==> src/rtl/sequential_lsu_if.sv <==
// sequential_lsu_if: core request/response port plus Wishbone master port.
// master is the LSU side; slave is the core/bus environment side.
interface sequential_lsu_if #(
    parameter int ADDR_W = 32
);
    logic              req_valid_i;
    logic              req_ready_o;
    logic              req_we_i;
    logic [1:0]        req_type_i;
    logic              req_sign_i;
    logic [ADDR_W-1:0] req_adr_i;
    logic [31:0]       req_dat_i;
    logic              rsp_valid_o;
    logic [31:0]       rsp_dat_o;
    logic              rsp_err_o;
    logic              wb_cyc_o;
    logic              wb_stb_o;
    logic              wb_we_o;
    logic [ADDR_W-1:0] wb_adr_o;
    logic [3:0]        wb_sel_o;
    logic [31:0]       wb_dat_o;
    logic [31:0]       wb_dat_i;
    logic              wb_ack_i;
    logic              wb_err_i;

    modport master (
        input  req_valid_i, req_we_i, req_type_i, req_sign_i,
        input  req_adr_i, req_dat_i,
        input  wb_dat_i, wb_ack_i, wb_err_i,
        output req_ready_o, rsp_valid_o, rsp_dat_o, rsp_err_o,
        output wb_cyc_o, wb_stb_o, wb_we_o, wb_adr_o, wb_sel_o, wb_dat_o
    );

    modport slave (
        output req_valid_i, req_we_i, req_type_i, req_sign_i,
        output req_adr_i, req_dat_i,
        output wb_dat_i, wb_ack_i, wb_err_i,
        input  req_ready_o, rsp_valid_o, rsp_dat_o, rsp_err_o,
        input  wb_cyc_o, wb_stb_o, wb_we_o, wb_adr_o, wb_sel_o, wb_dat_o
    );
endinterface

==> src/rtl/sequential_lsu.sv <==
// sequential_lsu: one-at-a-time load/store unit with a Wishbone master port.
// Define MISALIGN_SPLIT_EN to split misaligned accesses into two bus beats.
module sequential_lsu #(
    parameter int ADDR_W  = 32,
    parameter int TIMEOUT = 255
) (
    input  logic             clk_i,
    input  logic             rst_i,
    sequential_lsu_if.master bus
);

`ifdef MISALIGN_SPLIT_EN
    typedef enum logic [1:0] {
        IDLE = 2'd0, BUS1 = 2'd1, BUS2 = 2'd2, RESP = 2'd3
    } state_t;
`else
    typedef enum logic [1:0] {
        IDLE = 2'd0, BUS1 = 2'd1, RESP = 2'd3
    } state_t;
`endif

    state_t r_state, w_state_n;

    logic              r_we, r_sign, r_err;
    logic [1:0]        r_type, r_off;
    logic [ADDR_W-1:0] r_wadr;
    logic [3:0]        r_sel;
    logic [31:0]       r_wdo, r_rdat, r_cnt;
`ifdef MISALIGN_SPLIT_EN
    logic              r_mis;
    logic [3:0]        r_hsel;
    logic [31:0]       r_hdat, r_beat1;
    logic [63:0]       w_wd;
    logic              w_last, w_split;
`else
    logic [31:0]       w_wd;
`endif

    logic [3:0]  w_lm;
    logic [7:0]  w_mask;
    logic        w_bad, w_to, w_bus;
    logic        w_accept, w_ok, w_fail, w_tick;
    logic [31:0] w_lo, w_hi, w_sh, w_ld;

    always_comb begin
        w_lm = 4'h0;
        unique case (bus.req_type_i)
            2'b11:   w_lm = 4'hF;
            2'b10:   w_lm = 4'h3;
            2'b01:   w_lm = 4'h1;
            default: w_lm = 4'h0;
        endcase
    end

    assign w_mask = {4'h0, w_lm} << bus.req_adr_i[1:0];
    assign w_to   = (TIMEOUT != 0) && (r_cnt == 32'(TIMEOUT - 1));

`ifdef MISALIGN_SPLIT_EN
    assign w_bad  = (bus.req_type_i == 2'b00);
    assign w_wd   = {32'h0, bus.req_dat_i} << {bus.req_adr_i[1:0], 3'b000};
    assign w_bus  = (r_state == BUS1) || (r_state == BUS2);
    assign w_last = (r_state == BUS2) || !r_mis;
    assign w_lo   = (r_state == BUS2) ? r_beat1 : bus.wb_dat_i;
    assign w_hi   = (r_state == BUS2) ? bus.wb_dat_i : 32'h0;
`else
    // Without splitting, any access crossing the word boundary is refused
    assign w_bad  = (bus.req_type_i == 2'b00) || (w_mask[7:4] != 4'h0);
    assign w_wd   = bus.req_dat_i << {bus.req_adr_i[1:0], 3'b000};
    assign w_bus  = (r_state == BUS1);
    assign w_lo   = bus.wb_dat_i;
    assign w_hi   = 32'h0;
`endif

    assign w_sh = 32'({w_hi, w_lo} >> {r_off, 3'b000});

    always_comb begin
        w_ld = w_sh;
        unique case (r_type)
            2'b10:   w_ld = {{16{r_sign & w_sh[15]}}, w_sh[15:0]};
            2'b01:   w_ld = {{24{r_sign & w_sh[7]}}, w_sh[7:0]};
            default: w_ld = w_sh;
        endcase
    end

    always_ff @(posedge clk_i or posedge rst_i) begin
        if (rst_i) r_state <= IDLE;
        else       r_state <= w_state_n;
    end

    always_comb begin
        w_state_n = r_state;
        w_accept  = 1'b0;
        w_ok      = 1'b0;
        w_fail    = 1'b0;
        w_tick    = 1'b0;
`ifdef MISALIGN_SPLIT_EN
        w_split   = 1'b0;
`endif
        unique case (r_state)
            IDLE: begin
                if (bus.req_valid_i) begin
                    w_accept  = 1'b1;
                    w_fail    = w_bad;
                    w_state_n = w_bad ? RESP : BUS1;
                end
            end
`ifdef MISALIGN_SPLIT_EN
            BUS1, BUS2: begin
`else
            BUS1: begin
`endif
                // Error beats ack, and ack beats the timeout
                if (bus.wb_err_i) begin
                    w_fail    = 1'b1;
                    w_state_n = RESP;
                end else if (bus.wb_ack_i) begin
                    w_ok      = 1'b1;
                    w_state_n = RESP;
`ifdef MISALIGN_SPLIT_EN
                    if (!w_last) begin
                        w_ok      = 1'b0;
                        w_split   = 1'b1;
                        w_state_n = BUS2;
                    end
`endif
                end else if (w_to) begin
                    w_fail    = 1'b1;
                    w_state_n = RESP;
                end else begin
                    w_tick    = 1'b1;
                end
            end
            RESP:    w_state_n = IDLE;
            default: w_state_n = IDLE;
        endcase
    end

    always_ff @(posedge clk_i or posedge rst_i) begin
        if (rst_i) begin
            r_we    <= 1'b0;
            r_sign  <= 1'b0;
            r_err   <= 1'b0;
            r_type  <= 2'b00;
            r_off   <= 2'b00;
            r_wadr  <= '0;
            r_sel   <= 4'h0;
            r_wdo   <= 32'h0;
            r_rdat  <= 32'h0;
            r_cnt   <= 32'h0;
`ifdef MISALIGN_SPLIT_EN
            r_mis   <= 1'b0;
            r_hsel  <= 4'h0;
            r_hdat  <= 32'h0;
            r_beat1 <= 32'h0;
`endif
        end else begin
            r_cnt <= w_tick ? r_cnt + 32'd1 : 32'd0;
            if (w_accept) begin
                r_we   <= bus.req_we_i;
                r_sign <= bus.req_sign_i;
                r_type <= bus.req_type_i;
                r_off  <= bus.req_adr_i[1:0];
                r_wadr <= {bus.req_adr_i[ADDR_W-1:2], 2'b00};
                r_sel  <= w_mask[3:0];
                r_wdo  <= w_wd[31:0];
`ifdef MISALIGN_SPLIT_EN
                r_mis  <= (w_mask[7:4] != 4'h0);
                r_hsel <= w_mask[7:4];
                r_hdat <= w_wd[63:32];
`endif
            end
`ifdef MISALIGN_SPLIT_EN
            if (w_split) begin
                r_beat1 <= bus.wb_dat_i;
                r_wadr  <= r_wadr + ADDR_W'(4);
                r_sel   <= r_hsel;
                r_wdo   <= r_hdat;
            end
`endif
            if (w_ok) begin
                r_err  <= 1'b0;
                r_rdat <= r_we ? 32'h0 : w_ld;
            end
            if (w_fail) begin
                r_err  <= 1'b1;
                r_rdat <= 32'h0;
            end
        end
    end

    assign bus.req_ready_o = (r_state == IDLE);
    assign bus.rsp_valid_o = (r_state == RESP);
    assign bus.rsp_err_o   = (r_state == RESP) && r_err;
    assign bus.rsp_dat_o   = r_rdat;
    assign bus.wb_cyc_o    = w_bus;
    assign bus.wb_stb_o    = w_bus;
    assign bus.wb_we_o     = r_we;
    assign bus.wb_adr_o    = r_wadr;
    assign bus.wb_sel_o    = r_sel;
    assign bus.wb_dat_o    = r_wdo;

endmodule

==> src/flat_wrapper.sv <==
// flat-port wrapper written by rule: the top's interface ports become plain ports
module sequential_lsu_flat 
#(
    parameter int ADDR_W  = 32,
    parameter int TIMEOUT = 255
)
  (clk_i, rst_i, bus_req_valid_i, bus_req_we_i, bus_req_type_i, bus_req_sign_i, bus_req_adr_i, bus_req_dat_i, bus_wb_dat_i, bus_wb_ack_i, bus_wb_err_i, bus_req_ready_o, bus_rsp_valid_o, bus_rsp_dat_o, bus_rsp_err_o, bus_wb_cyc_o, bus_wb_stb_o, bus_wb_we_o, bus_wb_adr_o, bus_wb_sel_o, bus_wb_dat_o);
  sequential_lsu_if #(.ADDR_W(ADDR_W)) bus_i ();
  input  logic clk_i;
  input  logic rst_i;
  input wire logic [$bits(bus_i.req_valid_i)-1:0] bus_req_valid_i;
  input wire logic [$bits(bus_i.req_we_i)-1:0] bus_req_we_i;
  input wire logic [$bits(bus_i.req_type_i)-1:0] bus_req_type_i;
  input wire logic [$bits(bus_i.req_sign_i)-1:0] bus_req_sign_i;
  input wire logic [$bits(bus_i.req_adr_i)-1:0] bus_req_adr_i;
  input wire logic [$bits(bus_i.req_dat_i)-1:0] bus_req_dat_i;
  input wire logic [$bits(bus_i.wb_dat_i)-1:0] bus_wb_dat_i;
  input wire logic [$bits(bus_i.wb_ack_i)-1:0] bus_wb_ack_i;
  input wire logic [$bits(bus_i.wb_err_i)-1:0] bus_wb_err_i;
  output wire logic [$bits(bus_i.req_ready_o)-1:0] bus_req_ready_o;
  output wire logic [$bits(bus_i.rsp_valid_o)-1:0] bus_rsp_valid_o;
  output wire logic [$bits(bus_i.rsp_dat_o)-1:0] bus_rsp_dat_o;
  output wire logic [$bits(bus_i.rsp_err_o)-1:0] bus_rsp_err_o;
  output wire logic [$bits(bus_i.wb_cyc_o)-1:0] bus_wb_cyc_o;
  output wire logic [$bits(bus_i.wb_stb_o)-1:0] bus_wb_stb_o;
  output wire logic [$bits(bus_i.wb_we_o)-1:0] bus_wb_we_o;
  output wire logic [$bits(bus_i.wb_adr_o)-1:0] bus_wb_adr_o;
  output wire logic [$bits(bus_i.wb_sel_o)-1:0] bus_wb_sel_o;
  output wire logic [$bits(bus_i.wb_dat_o)-1:0] bus_wb_dat_o;
  assign bus_i.req_valid_i = bus_req_valid_i;
  assign bus_i.req_we_i = bus_req_we_i;
  assign bus_i.req_type_i = bus_req_type_i;
  assign bus_i.req_sign_i = bus_req_sign_i;
  assign bus_i.req_adr_i = bus_req_adr_i;
  assign bus_i.req_dat_i = bus_req_dat_i;
  assign bus_i.wb_dat_i = bus_wb_dat_i;
  assign bus_i.wb_ack_i = bus_wb_ack_i;
  assign bus_i.wb_err_i = bus_wb_err_i;
  assign bus_req_ready_o = bus_i.req_ready_o;
  assign bus_rsp_valid_o = bus_i.rsp_valid_o;
  assign bus_rsp_dat_o = bus_i.rsp_dat_o;
  assign bus_rsp_err_o = bus_i.rsp_err_o;
  assign bus_wb_cyc_o = bus_i.wb_cyc_o;
  assign bus_wb_stb_o = bus_i.wb_stb_o;
  assign bus_wb_we_o = bus_i.wb_we_o;
  assign bus_wb_adr_o = bus_i.wb_adr_o;
  assign bus_wb_sel_o = bus_i.wb_sel_o;
  assign bus_wb_dat_o = bus_i.wb_dat_o;
  sequential_lsu #(.ADDR_W(ADDR_W), .TIMEOUT(TIMEOUT)) u_core (.clk_i(clk_i), .rst_i(rst_i), .bus(bus_i));
endmodule
==> config.mk <==
export PLATFORM = sky130hd
export DESIGN_NAME = sequential_lsu_flat
export DESIGN_NICKNAME = d
export VERILOG_FILES = /design/src/rtl/sequential_lsu_if.sv /design/src/rtl/sequential_lsu.sv /design/src/flat_wrapper.sv
export SDC_FILE = /design/constraint.sdc
export NUM_CORES = 1
export LEC_CHECK = 0
export ABC_AREA = 0
export CORE_ASPECT_RATIO = 0.6
export CORE_MARGIN = 4
export CORE_UTILIZATION = 45
export DETAILED_ROUTE_END_ITERATION = 12
export DONT_BUFFER_PORTS = 1
export SLEW_MARGIN = 20
export SYNTH_ARGS = -nofsm -noshare
export SYNTH_HDL_FRONTEND = slang
export SYNTH_SLANG_ARGS = --single-unit
==> constraint.sdc <==
create_clock -name clk_i -period 5.45 [get_ports clk_i]
set_input_delay 1.09 -clock clk_i [delete_from_list [all_inputs] [get_ports clk_i]]
set_output_delay 1.09 -clock clk_i [all_outputs]
set_load 0.01 [all_outputs]
Figure 1. Layout detail.
Scale bar: 10 µm. Window x 69 to 99, y 37 to 67 µm. Cells in grey, sequential cells in the stronger grey; small squares are vias.
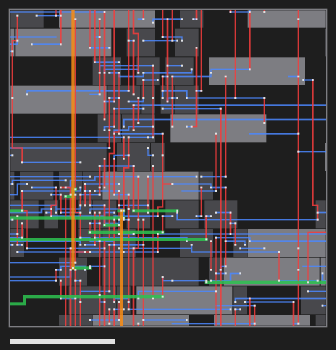
[orange] M4
[blue] M1
[green] M3
[red] M2
sequential cells in the window: 10
netlist names of flops here include: u_core.r_cnt (5), u_core.bus.rsp_dat_o (3), u_core.r_state (2)
cells with their middle in the window: 51
most frequent: nor2_1 (12), dfrtp_1 (10), xnor2_1 (4)

==> commit_impl_results.txt <==
Log flow metrics for this revision

- The flow ran to the end, and the final reports show no timing, DRC or antenna violations.
- Starting DRC count in detailed routing: 458
- Total buffers and inverters traversed by the critical path: 1
* Via-to-Cell Ratio: 5.98
- Inverters: 10
- Routability Congestion: 0.842
- Summed over all nets, wire length on met3 after detailed routing comes to 1540 µm.
* Number of placed I/O pins: 211
- After the last flow step, the layout net total stands at 751.
* Reg-to-reg startpoint: u_core.r_state[1]$_DFFE_PP0P_
* Met3 usage: 5.92%
- Worst min-delay path category: flip-flop to flip-flop
- Slowest cell delay on critical path: 0.75 ns
- Final core occ: 51.6%
* Post-route worst setup slack: 2.39 ns
- TritonRoute reported its final design rule violation total as 0.
* Total die area: 17500 µm²
- OpenROAD reports that the post-layout worst path occupies 56.1% of the period.
* Number of filler instances in the final layout: 1292
- Multi-input gates account for 42.0% of the area.
- In the post-synthesis netlist, the biggest area contributors are sky130_fd_sc_hd__dfrtp_1 (50%), sky130_fd_sc_hd__mux2_2 (8.6%), sky130_fd_sc_hd__mux2i_1 (3.8%), sky130_fd_sc_hd__nor2_1 (3.5%), sky130_fd_sc_hd__nand2_1 (3.0%).
- Setup total negative slack: 0 ns
- In this run the standard cell core region covers 14800 µm².
- The power report puts the leakage power at 3.14 nW.
* Share of cells above drive strength 1: 16.2%
* Worst Hold Path Cells: 1
- The cell type that accounts for the most area after synthesis is sky130_fd_sc_hd__dfrtp_1.
* Type of element capturing the critical path: flip-flop
* Kind of cell adding the most delay to the critical path: simple AND/OR/NAND/NOR gates
* Seq area share: 45.7%
* Diodes inserted: 1
- Count of placed standard cells in the final layout, fillers left out: 854
- The launch point of the critical path was reported as u_core.r_state[1]$_DFFE_PP0P_.
- Between the synthesized netlist and the finished layout, the area growth was recorded as 10.3%.
- The largest share of the power goes to sequential cells.
- By instance count, the leading cell after synthesis is sky130_fd_sc_hd__dfrtp_1.
- Clock Tree Buf Depth: 2
* Clk cell area share: 7.95%
- Per the timing report, the achievable frequency comes out to 327 MHz.
- Cell class with the largest area share: registers
- Register-to-register path setup slack: 2.39 ns
- Most Crowded Layer GR: met2
- Power comes to 0.00392 W.
- Height of the die: 104 µm
- Setup repair after global routing left no endpoint under its margin.
- The flow inserted 198 tap cells.
- In this run the critical path is formed by and2b_1, nand3b_1, buf_4, nor2_2, nand4_1, a21oi_1.
- All-Layer GR Usage: 20.4%
* Clock root cell: sky130_fd_sc_hd__clkbuf_16
- Power density cells: 515 nW/µm²
* Number of cells in the design after placement: 821
* Top cell types by occurrence after synthesis: sky130_fd_sc_hd__dfrtp_1 (139), sky130_fd_sc_hd__nor2_1 (64), sky130_fd_sc_hd__nand2_1 (56), sky130_fd_sc_hd__mux2_2 (53), sky130_fd_sc_hd__a21oi_1 (37)
- Slew at the pin with the worst max-slew slack: 0.973 ns
- In the synthesized netlist the dominant register cell turns out to be sky130_fd_sc_hd__dfrtp_1.
- Buffers outside the clock tree occupy 0.493% of the routed design's cell area.
* Fin crit period: 3.06 ns
- Registers are responsible for 44.8% of the overall power.
- The cell-mix breakdown from Yosys lists the compound-gate area share as 12.9%.
- Nets still carrying antenna violations after routing amount to 0.
- Before CTS, the worst setup slack after placement is 2.20 ns.
- In this run the mean area of a mapped cell was 10.4 µm².
* Arithmetic-cell share of the synthesized area counting full adders, half adders and majority gates: 0.870%
- Checking max transition, the worst relative margin is 34.6%.
* Flop and latch count out of synthesis: 139
* Number of cells in Yosys stat: 663
- Cell area reported after detailed placement: 7000 µm²
* Kind of start point of the critical path: flip-flop
* Minimum hold slack: 0.472 ns
* Number of setup violations in the final report: 0
* Cell count of the worst reg-to-reg path: 6
- The first detailed-routing pass took 5 iterations.
Figure 2. M1 wires.
Supply wires on this layer in grey.
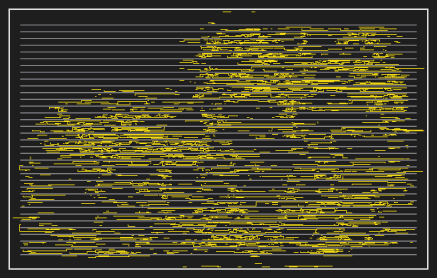
wire length on this layer: 7810 µm
longest straight run: 54.7 µm
final WL: 17700 µm
met1 track utilization from global routing: 29.2%
Vias: 5111

No activity file was given, so power comes from the tool's default toggle rates.
